### src/rtl/bellman_pkg.sv
// Shared state codes, phase groupings and guard defaults for the Bellman-Ford sequencer.
// State codes 0-20 are the datapath's case selectors and must not be renumbered.
package bellman_pkg;

  localparam logic [4:0] S_IDLE = 5'd0;
  localparam logic [4:0] S_1    = 5'd1;
  localparam logic [4:0] S_2    = 5'd2;
  localparam logic [4:0] S_3    = 5'd3;
  localparam logic [4:0] S_4    = 5'd4;
  localparam logic [4:0] S_5    = 5'd5;
  localparam logic [4:0] S_6    = 5'd6;
  localparam logic [4:0] S_7    = 5'd7;
  localparam logic [4:0] S_8    = 5'd8;
  localparam logic [4:0] S_9    = 5'd9;
  localparam logic [4:0] S_10   = 5'd10;
  localparam logic [4:0] S_11   = 5'd11;
  localparam logic [4:0] S_12   = 5'd12;
  localparam logic [4:0] S_13   = 5'd13;
  localparam logic [4:0] S_14   = 5'd14;
  localparam logic [4:0] S_15   = 5'd15;
  localparam logic [4:0] S_16   = 5'd16;
  localparam logic [4:0] S_17   = 5'd17;
  localparam logic [4:0] S_18   = 5'd18;
  localparam logic [4:0] S_19   = 5'd19;
  localparam logic [4:0] S_END  = 5'd20;

  localparam int          WDOG_W_DEF     = 16;
  localparam logic [15:0] WDOG_LIMIT_DEF = 16'd4096;
  localparam logic [7:0]  MAX_HOPS_DEF   = 8'd255;

  typedef enum logic [2:0] {PH_IDLE, PH_INPUT, PH_INIT, PH_RELAX, PH_OUTPUT, PH_DONE} phase_t;
  typedef enum logic [1:0] {ABORT_NONE, ABORT_WDOG, ABORT_HOP} abort_cause_t;

  // S13 is the abort/negative-cycle exit and still counts as relaxation work.
  function automatic phase_t phaseOf(logic [4:0] s);
    if (s == S_IDLE)                              return PH_IDLE;
    if (s <= S_4)                                 return PH_INPUT;
    if (s == S_5)                                 return PH_INIT;
    if ((s >= S_6 && s <= S_11) || s == S_13)     return PH_RELAX;
    if (s == S_12 || (s >= S_14 && s <= S_19))    return PH_OUTPUT;
    return PH_DONE;
  endfunction

  function automatic logic isWaitState(logic [4:0] s);
    return (s == S_5) || (s == S_10);
  endfunction

endpackage

### src/rtl/bellman_guard.sv
// Watchdog and predecessor-hop counters; raises a combinational abort request from registered counts.
// Counters update every cycle; no handshake, the sequencer acts on abortReq in the same cycle.
module bellman_guard
  import bellman_pkg::*;
#(
  parameter int                WDOG_W     = WDOG_W_DEF,
  parameter logic [WDOG_W-1:0] WDOG_LIMIT = WDOG_W'(WDOG_LIMIT_DEF),
  parameter logic [7:0]        MAX_HOPS   = MAX_HOPS_DEF
) (
  input  logic         clock,
  input  logic         reset,
  input  logic [4:0]   state,
  input  logic         outputWriteDone,
  output logic         abortReq,
  output abort_cause_t abortCause
);

  logic [WDOG_W-1:0] wdog;
  logic [7:0]        hop;
  logic              inWait;
  logic              wdogTrip;
  logic              hopTrip;

  assign inWait   = isWaitState(state);
  assign wdogTrip = inWait && (wdog == WDOG_LIMIT - WDOG_W'(1));
  assign hopTrip  = (state == S_18) && (hop == MAX_HOPS) && !outputWriteDone;

  always_ff @(posedge clock or negedge reset) begin
    if (!reset) begin
      wdog <= '0;
      hop  <= '0;
    end else begin
      if (!inWait)
        wdog <= '0;
      else if (wdog != '1)
        wdog <= wdog + WDOG_W'(1);

      // A step back to S17 happens exactly when S18 neither finishes nor trips.
      if (state == S_12)
        hop <= '0;
      else if (state == S_18 && !outputWriteDone && hop != MAX_HOPS)
        hop <= hop + 8'd1;
    end
  end

  always_comb begin
    abortReq   = wdogTrip || hopTrip;
    abortCause = ABORT_NONE;
    if (wdogTrip)
      abortCause = ABORT_WDOG;
    else if (hopTrip)
      abortCause = ABORT_HOP;
  end

endmodule

### src/rtl/bellman_ctrl.sv
// Bellman-Ford sequencing FSM: one transition per clock, all outputs registered (new code visible next cycle).
// No backpressure; start is only honoured in IDLE or S20, guard aborts divert to S13.
module bellman_ctrl
  import bellman_pkg::*;
#(
  parameter int                WDOG_W     = WDOG_W_DEF,
  parameter logic [WDOG_W-1:0] WDOG_LIMIT = WDOG_W'(WDOG_LIMIT_DEF),
  parameter logic [7:0]        MAX_HOPS   = MAX_HOPS_DEF
) (
  input  logic       clock,
  input  logic       reset,
  input  logic       start,
  input  logic       iterDone,
  input  logic       negCycle,
  input  logic       zeroFlag,
  input  logic       outputWriteDone,
  input  logic       goS8,
  input  logic       graphData1_Zero_reg,
  input  logic       iterStop,
  output logic [4:0] state,
  output logic       busy,
  output logic       done,
  output logic       error,
  output logic [7:0] query_count
);

  logic [4:0]   nextState;
  logic         illegal;
  logic         abortReq;
  abort_cause_t abortCause;
  logic         abortHit;
  logic         startTaken;
  logic         nextBusy;
  logic         nextDone;
  logic         nextError;
  logic [7:0]   nextQueryCount;
  phase_t       nextPhase;

  bellman_guard #(
    .WDOG_W     (WDOG_W),
    .WDOG_LIMIT (WDOG_LIMIT),
    .MAX_HOPS   (MAX_HOPS)
  ) u_guard (
    .clock           (clock),
    .reset           (reset),
    .state           (state),
    .outputWriteDone (outputWriteDone),
    .abortReq        (abortReq),
    .abortCause      (abortCause)
  );

  assign abortHit   = abortReq && (abortCause != ABORT_NONE);
  assign startTaken = start && (state == S_IDLE || state == S_END);

  always_ff @(posedge clock or negedge reset) begin
    if (!reset)
      state <= S_IDLE;
    else
      state <= nextState;
  end

  always_comb begin
    nextState = state;
    illegal   = 1'b0;
    case (state)
      S_IDLE: if (start) nextState = S_1;
      S_1:    nextState = S_2;
      S_2:    nextState = S_3;
      S_3:    nextState = S_4;
      S_4:    nextState = S_5;
      S_5:    if (graphData1_Zero_reg) nextState = S_6;
      S_6:    nextState = S_7;
      S_7:    nextState = S_8;
      S_8:    nextState = S_9;
      S_9:    nextState = S_10;
      S_10: begin
        if (iterDone)  nextState = S_11;
        else if (goS8) nextState = S_8;
      end
      S_11: begin
        if (negCycle)      nextState = S_13;
        else if (iterStop) nextState = S_12;
        else               nextState = S_6;
      end
      S_12:  nextState = S_14;
      S_13:  nextState = S_END;
      S_14:  nextState = S_15;
      S_15:  nextState = S_16;
      S_16:  nextState = S_17;
      S_17:  nextState = S_18;
      S_18:  nextState = outputWriteDone ? S_19 : S_17;
      S_19:  nextState = zeroFlag ? S_END : S_1;
      S_END: if (start) nextState = S_1;
      default: begin
        nextState = S_END;
        illegal   = 1'b1;
      end
    endcase
    if (!illegal && abortHit)
      nextState = S_13;
  end

  always_comb begin
    nextPhase      = phaseOf(nextState);
    nextBusy       = !(nextPhase == PH_IDLE || nextPhase == PH_DONE);
    nextDone       = (nextState == S_END);
    nextError      = error;
    nextQueryCount = query_count;
    if (startTaken) begin
      nextError      = 1'b0;
      nextQueryCount = 8'd0;
    end
    if (state == S_19)
      nextQueryCount = query_count + 8'd1;
    if (illegal || abortHit)
      nextError = 1'b1;
  end

  always_ff @(posedge clock or negedge reset) begin
    if (!reset) begin
      busy        <= 1'b0;
      done        <= 1'b0;
      error       <= 1'b0;
      query_count <= 8'd0;
    end else begin
      busy        <= nextBusy;
      done        <= nextDone;
      error       <= nextError;
      query_count <= nextQueryCount;
    end
  end

endmodule

### config.mk
export PLATFORM = sky130hd
export DESIGN_NAME = bellman_ctrl
export DESIGN_NICKNAME = d
export VERILOG_FILES = /design/src/rtl/bellman_pkg.sv /design/src/rtl/bellman_guard.sv /design/src/rtl/bellman_ctrl.sv
export SDC_FILE = /design/constraint.sdc
export NUM_CORES = 1
export LEC_CHECK = 0
export CAP_MARGIN = 0
export CORE_MARGIN = 5
export CORE_UTILIZATION = 30
export DETAILED_ROUTE_END_ITERATION = 12
export DONT_BUFFER_PORTS = 1
export GPL_TIMING_DRIVEN = 0
export PLACE_DENSITY = 0.49
export SLEW_MARGIN = 20
export SYNTH_ARGS = -nofsm -noshare
export SYNTH_HDL_FRONTEND = slang
export SYNTH_SLANG_ARGS = --single-unit
### constraint.sdc
create_clock -name clock -period 4.75 [get_ports clock]
set_clock_uncertainty 0.05 [all_clocks]
set_input_delay 0.7125 -clock clock [delete_from_list [all_inputs] [get_ports clock]]
set_output_delay 0.7125 -clock clock [all_outputs]
set_load 0.02 [all_outputs]
==> run_1/congestion_map.png <==
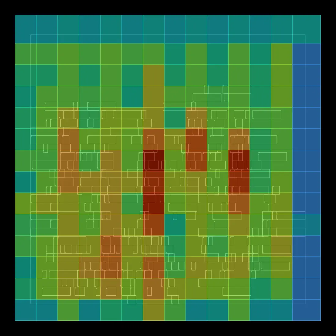
GRT Total Usage: 12.20%
met1 global-route usage: 16.73%
end-of-flow core utilization: 33.50%

==> run_1/layers.png <==
Only two layers are drawn.
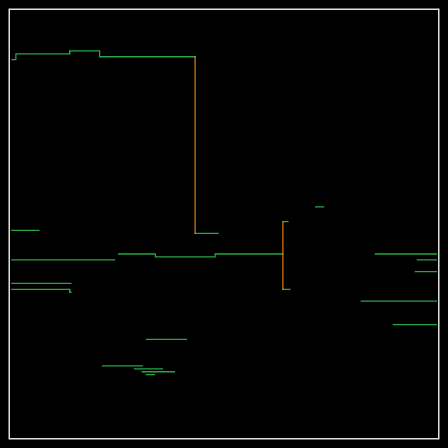
- M4: orange (wire length 56.4 um)
- M3: green (wire length 237 um)

==> run_1/clock_wires.png <==
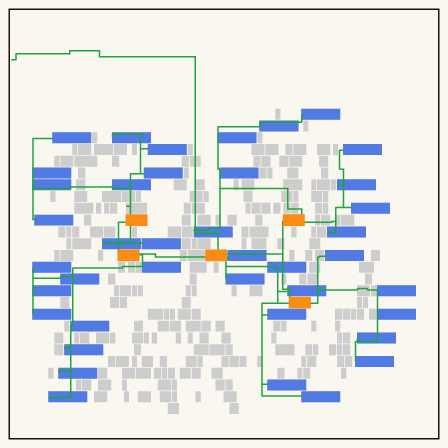
- clock-net drivers: orange (count 5)
- clock wires: green (length 587 um)
- flip-flops: blue (count 40)
- routed clock nets: 6

==> impl_metrics.csv, run 1 <==
group,metric,value,unit
cts,cts_setup_buffers,0,
cts,root_buffer,"clkbuf_8",
cts,hold_buffers,0,
critical_path,worstSetupStartpoint,"state[1]",
logic_synthesis,ys_seq_share,42.26,%
route,route.final.wire_length,5688,um
timing,slew_headroom,50.40,%
logic_synthesis,ys_warn_count,0,
finish,finalNetCount,289,
die,die_w,98.86,um
run_status,status,"finished clean",
global_route,grt_max_degree,41,
place,dp_hpwl,4035,um
logic_synthesis,flop_cell,"dfrtp_1",
cts,clkSinkCount,40,
global_route,overflow,0,
finish,largest_reg_flops,16,
finish,antenna_cells,0,
power_and_ir_drop,power.share.clock,18.2,%
logic_synthesis,most_common_cell,"dfrtp_1",
power_and_ir_drop,pg_clk,233,uW
logic_synthesis,edf_count,0,
route,antenna_left,0,
logic_synthesis,synth_area_per_cell,8.805,sq um
route,first_pass_iters,4,
timing,setup_tns,0,ns
critical_path,start_kind,"flip-flop",
logic_synthesis,async_flop_share,100.0,%
critical_path,required,4.86,ns
finish,layout-drive-gt1-share,7.942,%
critical_path,rr_endpoint,"query_count[5]",
logic_synthesis,syn-num-nets,282,
route,met1Wirelength,2788,um
timing,setup_violations,0,
global_route,grt_pass1_wl,9860,um
cts,cts_buffers,5,
run 1: layout make-up:
type / count / area (sq um)
clock inverters: 2 / 10.01
multi-input cells: 210 / 1290
clock buffers: 6 / 82.58
fillers: 810 / 5139
flip-flops and latches: 40 / 1001
well taps: 102 / 127.6
plain buffers: 16 / 66.31
inverters: 3 / 11.26
run 1: kinds of logic after synthesis:
kind of cell	synth area share [%]
xor+xnor	6.656
compound gates	15.16
flops	42.26
buf+inv	3.275
mux	0.8453
fa+ha+maj	1.585
simple gates	30.22
run 1: stage by stage:
stage,instance area (sq um),hold WS (ns),total power (uW)
floorplan,2369,0.3669,918.7
global placement,2496,0.3692,1049
detailed placement,2496,0.3691,1047
CTS,2589,0.04266,1293
global route,2589,0.03408,1390
finish,2589,0.05911,1278
==> run 1 -> run 2 <==
==> constraint.sdc (replaced) <==
create_clock -name clock -period 2.3 [get_ports clock]
set_clock_uncertainty 0.05 [all_clocks]
set_input_delay 0.345 -clock clock [delete_from_list [all_inputs] [get_ports clock]]
set_output_delay 0.345 -clock clock [all_outputs]
set_load 0.02 [all_outputs]
==> run_2/congestion_map.png <==
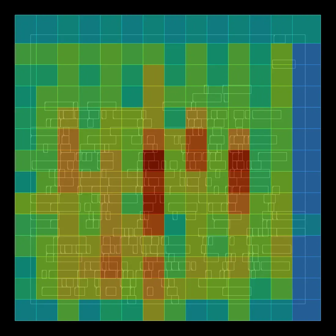
grt met2 use: 18.60%
WL per Instance: 14.85 um
GR met3 Demand/Resource: 3.539%
end-of-flow core utilization: 34.29%
gr busiest metal: met2

==> run_2/pinout.png <==
Pins as bars across the die edge, other pins in grey.
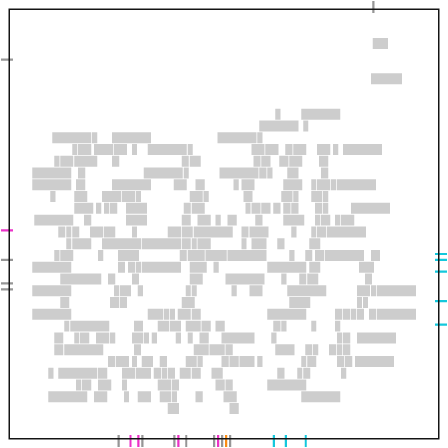
- `state`: magenta (pins 5; direction output; edge 4 bottom, 1 left)
- `query_count`: cyan (pins 8; direction output; edge 5 right, 3 bottom)
- `graphData1_Zero_reg`: orange (pins 1; direction input; edge bottom)
- all pins by edge: 15 bottom, 5 left, 5 right, 1 top

==> run 2 against run 1 <==
  * Die size unchanged
  * Synthesized area unchanged
  * Routed wire length down 0.53%
  * Critical path depth grew 1
  * Via count up 0.35%
  * Clock-buffer cell count unchanged
  * Sequential power grew 110%
  * Sequential share of layout area shrank 0.85 points
==> impl_metrics.csv, run 2 <==
group,metric,value,unit
run_status,status,"finished clean",
finish,design_area,2650,sq um
route,first_pass_iters,4,
place,place_area,2496,sq um
global_route,grt_pass1_wl,9867,um
finish,largest_reg_flops,16,
logic_synthesis,simple_gate_share,30.22,%
logic_synthesis,flop_cell,"dfrtp_1",
logic_synthesis,syn-num-nets,282,
logic_synthesis,edf_count,0,
logic_synthesis,ys_seq_share,42.26,%
timing,hold_slack,0.3920,ns
logic_synthesis,xor_area_share,6.656,%
logic_synthesis,most_common_cell,"dfrtp_1",
finish,antenna_cells,0,
power_and_ir_drop,pg_clk,482,uW
finish,fillers,809,
cts,hold_buffers,2,
timing,setup_violations,0,
cts,cts_setup_buffers,0,
critical_path,start_kind,"flip-flop",
timing,setup_tns,0,ns
logic_synthesis,adder_share,1.585,%
logic_synthesis,compound_area_share,15.16,%
global_route,use_met1,16.73,%
global_route,overflow,0,
global_route,grt_max_degree,41,
logic_synthesis,synth_area_per_cell,8.805,sq um
cts,clkSinkCount,40,
power_and_ir_drop,power.share.clock,17.9,%
route,route.final.wire_length,5658,um
critical_path,required,2.40,ns
power_and_ir_drop,power,2696,uW
route,met1Wirelength,2702,um
global_route,grt_util_all_layers,12.20,%
logic_synthesis,async_flop_share,100.0,%
logic_synthesis,ys_top_logic_family,"simple AND/OR/NAND/NOR gates",
==> run_2/clock_wires.png <==
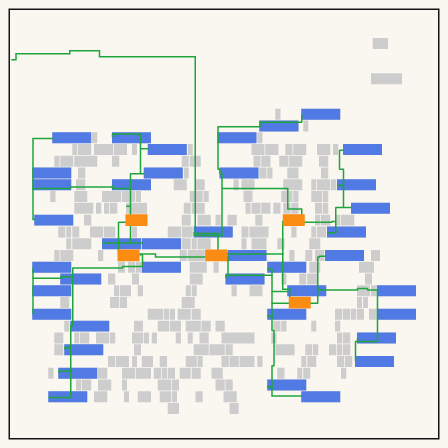
- clock wires: green (length 586 um)
- flip-flops: blue (count 40)
- clock-net drivers: orange (count 5)
- routed clock nets: 6

[run 2: final cells by class]
cell class,count,area [sq um],area share [%]
Clock buffer,6,82.58,3.116
Tap cell,102,127.6,4.816
Timing Repair Buffer,2,30.03,1.133
Sequential cell,40,1002,37.82
Buffer,16,70.07,2.644
Inverter,3,11.26,0.4249
Multi-Input combinational cell,210,1316,49.67
Clock inverter,2,10.01,0.3777
[run 2: path summary, 6_finish.rpt]
path	from	depth (start not counted)	slack, ns	end
max	state[2]	6	0.15	busy
min	start	4	0.39	error
max reg2reg	state[2]	6	0.15	busy
min reg2reg	u_guard.hop[6]	2	0.50	u_guard.hop[6]
max in group asynchronous	reset	2	1.51	state[4]
min in group asynchronous	reset	2	0.46	u_guard.wdog[6]
==> run 2 -> run 3 <==
--- a/config.mk
+++ b/config.mk
@@ -15,4 +15,5 @@
 export SLEW_MARGIN = 20
 export SYNTH_ARGS = -nofsm -noshare
 export SYNTH_HDL_FRONTEND = slang
+export SYNTH_HIERARCHICAL = 1
 export SYNTH_SLANG_ARGS = --single-unit
==> run_3/layers.png <==
Only two layers are drawn.
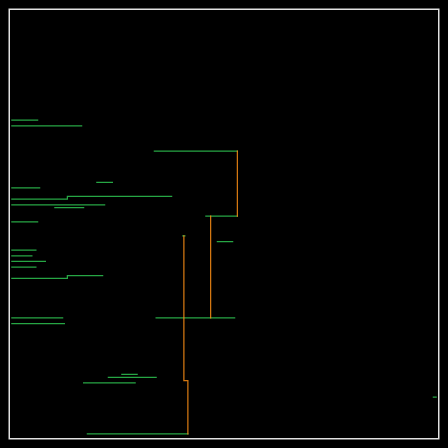
- M3: green (wire length 282 um)
- M4: orange (wire length 88.6 um)
GRT Total Usage: 13.08%
final wirelength: 6354 um
WL per Instance: 15.81 um

==> run_3/pinout.png <==
Pins as bars across the die edge, other pins in grey.
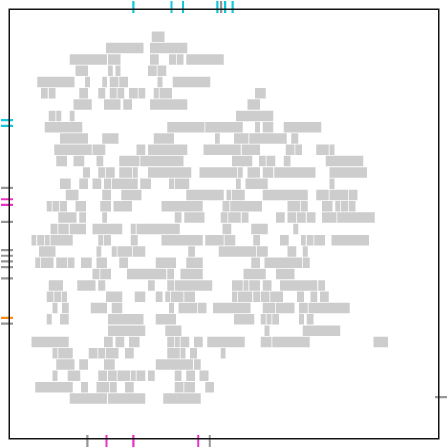
- `query_count`: cyan (pins 8; direction output; edge 6 top, 2 left)
- `graphData1_Zero_reg`: orange (pins 1; direction input; edge left)
- `state`: magenta (pins 5; direction output; edge 3 bottom, 2 left)
- all pins by edge: 13 left, 7 top, 5 bottom, 1 right

==> run 3 against run 2 <==
  * First-iteration DRC count down 30%
  * Die size up 8.6%
  * Clock-buffer cell count decreased by 1
  * Sequential power barely moved
  * Combinational power increased by 29%
  * Critical path type unchanged
  * Largest cell class unchanged
==> impl_metrics.csv, run 3 <==
group,metric,value,unit
critical_path,cp-endpoint,"busy",
critical_path,worst-r2r-setup-slack,0.14,ns
power_and_ir_drop,power.share.clock,19.1,%
route,first_pass_iters,4,
finish,finalNetCount,306,
power_and_ir_drop,power,3120,uW
global_route,overflow,0,
die,taps,108,
timing,hold_slack,0.2782,ns
run_status,status,"finished clean",
finish,antenna_cells,0,
critical_path,cp.depth,10,
finish,comb_share,51.54,%
finish,nMultiInputCombCells,216,
finish,sh_seq_area,32.97,%
finish,nFlopsAndLatches,40,
finish,nonClkBufAreaFrac,6.748,%
finish,signal_buffers,24,
finish,inv_count,6,
hold_path,hold_path_depth,3,
logic_synthesis,ys_top_logic_family,"simple AND/OR/NAND/NOR gates",
hold_path,hp-start,"outputWriteDone",
finish,largest_reg_flops,16,
logic_synthesis,async_flop_share,100.0,%
logic_synthesis,xor_area_share,2.700,%
hold_path,whs_endpoint,"u_guard/hop[2]",
logic_synthesis,simple_gate_share,33.12,%
finish,layout-drive-gt1-share,24.49,%
critical_path,rr_endpoint,"busy",
critical_path,required,2.47,ns
finish,clock_buffers,5,
cts,clkSinkCount,40,
cts,cts_setup_buffers,4,
cts,root_buffer,"clkbuf_8",
logic_synthesis,adder_share,1.446,%
logic_synthesis,synth_area_per_cell,9.471,sq um
place,dp_hpwl,4297,um
critical_path,worstSetupStartpoint,"state[3]",
critical_path,r2r_start,"state[3]",
global_route,grt_max_degree,41,
logic_synthesis,edf_count,0,
logic_synthesis,compound_area_share,18.08,%
==> run_3/class_map.png <==
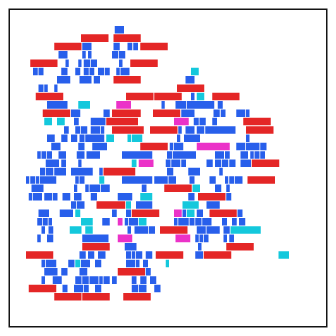
- clock drivers and dummy loads: magenta (cells 8)
- remaining buffers and delay cells: cyan (cells 24)
- remaining logic cells: blue (cells 222)
- registers: red (cells 40)

[run 3: cell count changes in the layout (fill, tap and decap cells not counted), moves of 5 or more]
cell,change
nor2_1,-16
buf_4,+9
nand2_1,-10
clkbuf_1,-7
and3_1,+7
o21ai_0,+12
nand4_1,+5
xnor2_1,-12
inv_1,+5
[run 3: power groups by stage]
stage | combinational, uW | clock (uW) | sequential, uW
floorplan | 840 | 0 | 1120
global placement | 1010 | 0 | 1210
detailed placement | 1010 | 0 | 1210
CTS | 1190 | 613 | 1210
global route | 1480 | 638 | 1230
finish | 1330 | 596 | 1200
[run 3: layer usage]
| layer | GRT usage (%) | wire length, um |
|---|---|---|
| met1 | 17.94 | 3045 |
| met2 | 20.57 | 2937 |
| met3 | 2.909 | 282 |
| met4 | 3.984 | 88 |
| met5 | 0 | 0 |
No activity file was given, so power comes from the tool's default toggle rates.
